--- config.mk ---
export PLATFORM = sky130hd
export DESIGN_NAME = ram512_copy_engine
export DESIGN_NICKNAME = d
export VERILOG_FILES = /design/src/rtl/ram512_copy_engine.sv
export SDC_FILE = /design/constraint.sdc
export NUM_CORES = 1
export LEC_CHECK = 0
export CAP_MARGIN = 10
export CORE_MARGIN = 2
export CORE_UTILIZATION = 50
export DETAILED_ROUTE_END_ITERATION = 12
export GPL_TIMING_DRIVEN = 0
export PLACE_DENSITY = 0.8
export SETUP_SLACK_MARGIN = 0.5
export SLEW_MARGIN = 10
export SYNTH_ARGS = -nofsm -noshare
export SYNTH_HDL_FRONTEND = slang
export SYNTH_SLANG_ARGS = --single-unit
export TNS_END_PERCENT = 10
--- constraint.sdc ---
create_clock -name clk -period 2.1 [get_ports clk]
set_input_delay 0.42 -clock clk [delete_from_list [all_inputs] [get_ports clk]]
set_output_delay 0.42 -clock clk [all_outputs]
set_load 0.03 [all_outputs]
--- src/rtl/ram512_copy_engine.sv ---
// Copy engine that masters the ram512 port: moves a run of words from src to dst,
// three cycles per word (address, read capture, write), then pulses done.
module ram512_copy_engine #(
  parameter int ADDR_W = 9,
  parameter int DATA_W = 16
) (
  input  logic              clk,
  input  logic              reset,
  input  logic              start,
  input  logic [ADDR_W-1:0] src_addr,
  input  logic [ADDR_W-1:0] dst_addr,
  input  logic [ADDR_W:0]   length,
  output logic              busy,
  output logic              done,
  output logic [ADDR_W-1:0] mem_addr,
  output logic [DATA_W-1:0] mem_wdata,
  output logic              mem_we,
  input  logic [DATA_W-1:0] mem_rdata
);

  typedef enum logic [2:0] {
    IDLE = 3'd0,
    RD   = 3'd1,
    RDW  = 3'd2,
    WR   = 3'd3,
    DONE = 3'd4
  } state_t;

  localparam logic [ADDR_W:0]   MAX_LEN = {1'b1, {ADDR_W{1'b0}}};
  localparam logic [ADDR_W:0]   CNT_ONE = {{ADDR_W{1'b0}}, 1'b1};
  localparam logic [ADDR_W-1:0] PTR_ONE = {{(ADDR_W-1){1'b0}}, 1'b1};

  state_t            state_r;
  logic [ADDR_W-1:0] src_ptr_r;
  logic [ADDR_W-1:0] dst_ptr_r;
  logic [ADDR_W:0]   count_r;
  logic [ADDR_W:0]   len_clamped_s;

  // Requests longer than the whole memory copy it exactly once.
  always_comb begin
    len_clamped_s = length;
    if (length > MAX_LEN) begin
      len_clamped_s = MAX_LEN;
    end else begin
      len_clamped_s = length;
    end
  end

  // Copy sequencer; every port output is set on the transition into its state.
  always_ff @(posedge clk) begin
    if (reset) begin
      state_r   <= IDLE;
      busy      <= 1'b0;
      done      <= 1'b0;
      mem_we    <= 1'b0;
      mem_addr  <= '0;
      mem_wdata <= '0;
      src_ptr_r <= '0;
      dst_ptr_r <= '0;
      count_r   <= '0;
    end else begin
      case (state_r)
        IDLE: begin
          done   <= 1'b0;
          mem_we <= 1'b0;
          if (start) begin
            if (len_clamped_s != '0) begin
              src_ptr_r <= src_addr;
              dst_ptr_r <= dst_addr;
              count_r   <= len_clamped_s;
              mem_addr  <= src_addr;
              busy      <= 1'b1;
              state_r   <= RD;
            end else begin
              done    <= 1'b1;
              state_r <= DONE;
            end
          end
        end
        RD: begin
          state_r <= RDW;
        end
        RDW: begin
          // rdata is valid here for both combinational and one-cycle registered reads
          mem_wdata <= mem_rdata;
          mem_addr  <= dst_ptr_r;
          mem_we    <= 1'b1;
          state_r   <= WR;
        end
        WR: begin
          mem_we    <= 1'b0;
          src_ptr_r <= src_ptr_r + PTR_ONE;
          dst_ptr_r <= dst_ptr_r + PTR_ONE;
          count_r   <= count_r - CNT_ONE;
          if (count_r == CNT_ONE) begin
            busy    <= 1'b0;
            done    <= 1'b1;
            state_r <= DONE;
          end else begin
            mem_addr <= src_ptr_r + PTR_ONE;
            state_r  <= RD;
          end
        end
        DONE: begin
          done    <= 1'b0;
          state_r <= IDLE;
        end
        default: begin
          state_r <= IDLE;
          busy    <= 1'b0;
          done    <= 1'b0;
          mem_we  <= 1'b0;
        end
      endcase
    end
  end

endmodule
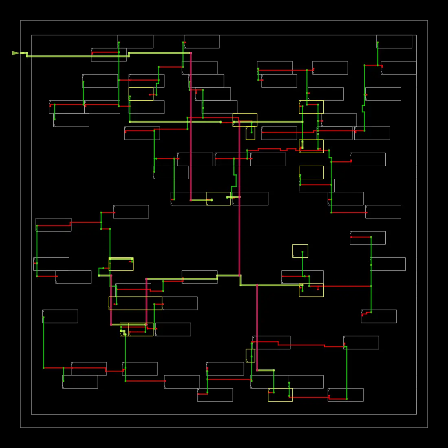
clocks.png
clk latency late pin: 350 ps
TritonCTS Sinks: 59
clock buffers: 10
total CTS buffers: 9
flop count: 59

==> reports/results.ini <==
[outcome]
outcome=completed

[synth]
synthCells=407
synthFlopType=dfxtp_1
xor_share_pct=2.42
synth_seq_share_pct=36.3
simple_gate_share_pct=26.4
ys.flops=59
yosysTopAreaCellShare_pct=36.3
synth.area.mux_share_pct=2.77
synth_chip_area_um2=3250
netlist_area_um2=3250
yosys-top-cells-count=dfxtp_1, nand2_1, a21oi_1
compound_area_share_pct=23.4
synthTopLogicFamily=simple AND/OR/NAND/NOR gates
synth.largest_area_cell=dfxtp_1
area_leaders=dfxtp_1, a21oi_1, nand2_1
yosysMostFrequentCell=dfxtp_1
yosys_warnings=0
async_flop_share_pct=0

[placement]
place_ws_ps=-153
portBuffers=74
placed_area_um2=4110
place_hpwl_um=6900
dp_cells=558
gp_congestion=0.919

[detailed_routing]
drt_iter0_markers=344
dr_total_vias=3534
wl_per_cell_um=17.9
post-route-drc-count=0
ant_nets=0
wirelength_um=10500
firstDrtPassIters=6

[clocking]
cts.path.max_buffers=2
cts_tree=built
post_cts_resized=30
clk_pin_slew_ps=70
cts_root_buf=clkbuf_8
ctsHoldBuffers=0
post_cts_buffers=7

[layout]
lay_top_count=clkdlybuf4s50_1
nNetsFinal=558
area_delta_synth_final_pct=41.4
fin_util_pct=72.9
diodes=0
final_cell_mix=clkdlybuf4s50_1, dfxtp_1, nand2_1, a21oi_1, nor2_1
layout-drive-gt1-share_pct=17.2
fin_cells=588
num-fill-cells=486

[floorplan]
core-area_um2=6310
io_pins=75
fp.dieH_um=84.7
rows=29
fp_util_pct=51.5
chipWidth_um=84.7

[global_routing]
grt_pass1_wl_um=16400
grt_pass1_vias=3373
gr-total-overflow=0
grt_max_degree=11
antenna_found_initial=0

[setup_path]
start_kind=flip-flop
slowest_stage=clkdlybuf4s50_1
crit_path_cell_trace=clkdlybuf4s50_1
cp_num_cells=1
cp_slowest_stage_delay_ps=680
critPathKind=flip-flop to output port
ff2ff_setup_slack_ps=350
arrival_ps=1380
reg2reg_depth=6
required_ps=1680
r2r_end=count_r[7]
path_buffers=1
crit_family=buffers and inverters
crit_path_start=mem_addr[5]
endpoint=mem_addr[5]
worstReg2RegStart=count_r[1]

[final_timing]
fin_crit_sh_pct=85.9
final-hold-violation-count=0
setup_tns_ps=0
drv_slew=0
fin_ws_ps=297
setup_viol=0
rsz0062_at_grt=yes
worstMarginPinSlew_ps=633
slew_headroom_pct=57.8
max_clock_freq_mhz=555
whs_ps=454
period_needed_ps=1800
finClkSkew_ps=5.63

[run]
warnings=29
maxCapViolations=0

[hold_path]
hold-path-endpoint=mem_wdata[11]
hold_depth=2
hold_start=mem_wdata[11]

[pwr]
power_frac_comb_pct=31.3
power.leakage_nw=1.74
p_int_mw=2.29
netSwitchingPower_mw=1.15
vdd_drop_max_mv=0.453
clock_power_mw=1.03
power_combinational_mw=1.08
power_mw=3.44
p_sw_share_pct=33.3
power_density_nw_per_um2=748
top_power_group=sequential cells
seq_power_share_pct=38.7

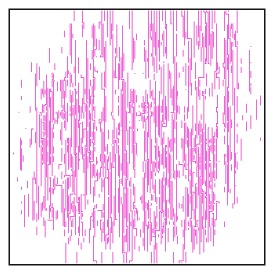
layer_met2.png
Drawn at 3 px/um.
longest straight run = 38.8 um
share of all routed wire = 49%
wire length on this layer = 5,100 um

-- routing by layer --
metal	track usage, %	up-vias	wire length, um
met4	13.6	0	298
met5	0	-	0
met3	5.80	33	824
li1	-	1667	-
met1	36.0	1647	4290
met2	47.4	187	5100
-- state kept, by name, summed over array words and instances (netlist names) --
signal     flops
mem_wdata     16
count_r       10
dst_ptr_r      9
mem_addr       9
src_ptr_r      9
state_r        3
busy           1
done           1
mem_we         1
-- cell type report --
cell class | count | area [um2] | area share (%)
Sequential cell | 59 | 1190 | 25.8
Inverter | 9 | 37.5 | 0.816
Timing Repair Buffer | 89 | 888 | 19.3
Clock buffer | 10 | 138 | 2.99
Buffer | 30 | 226 | 4.92
Multi-Input combinational cell | 309 | 1970 | 42.9
Clock inverter | 5 | 53.8 | 1.17
Tap cell | 77 | 96.3 | 2.09
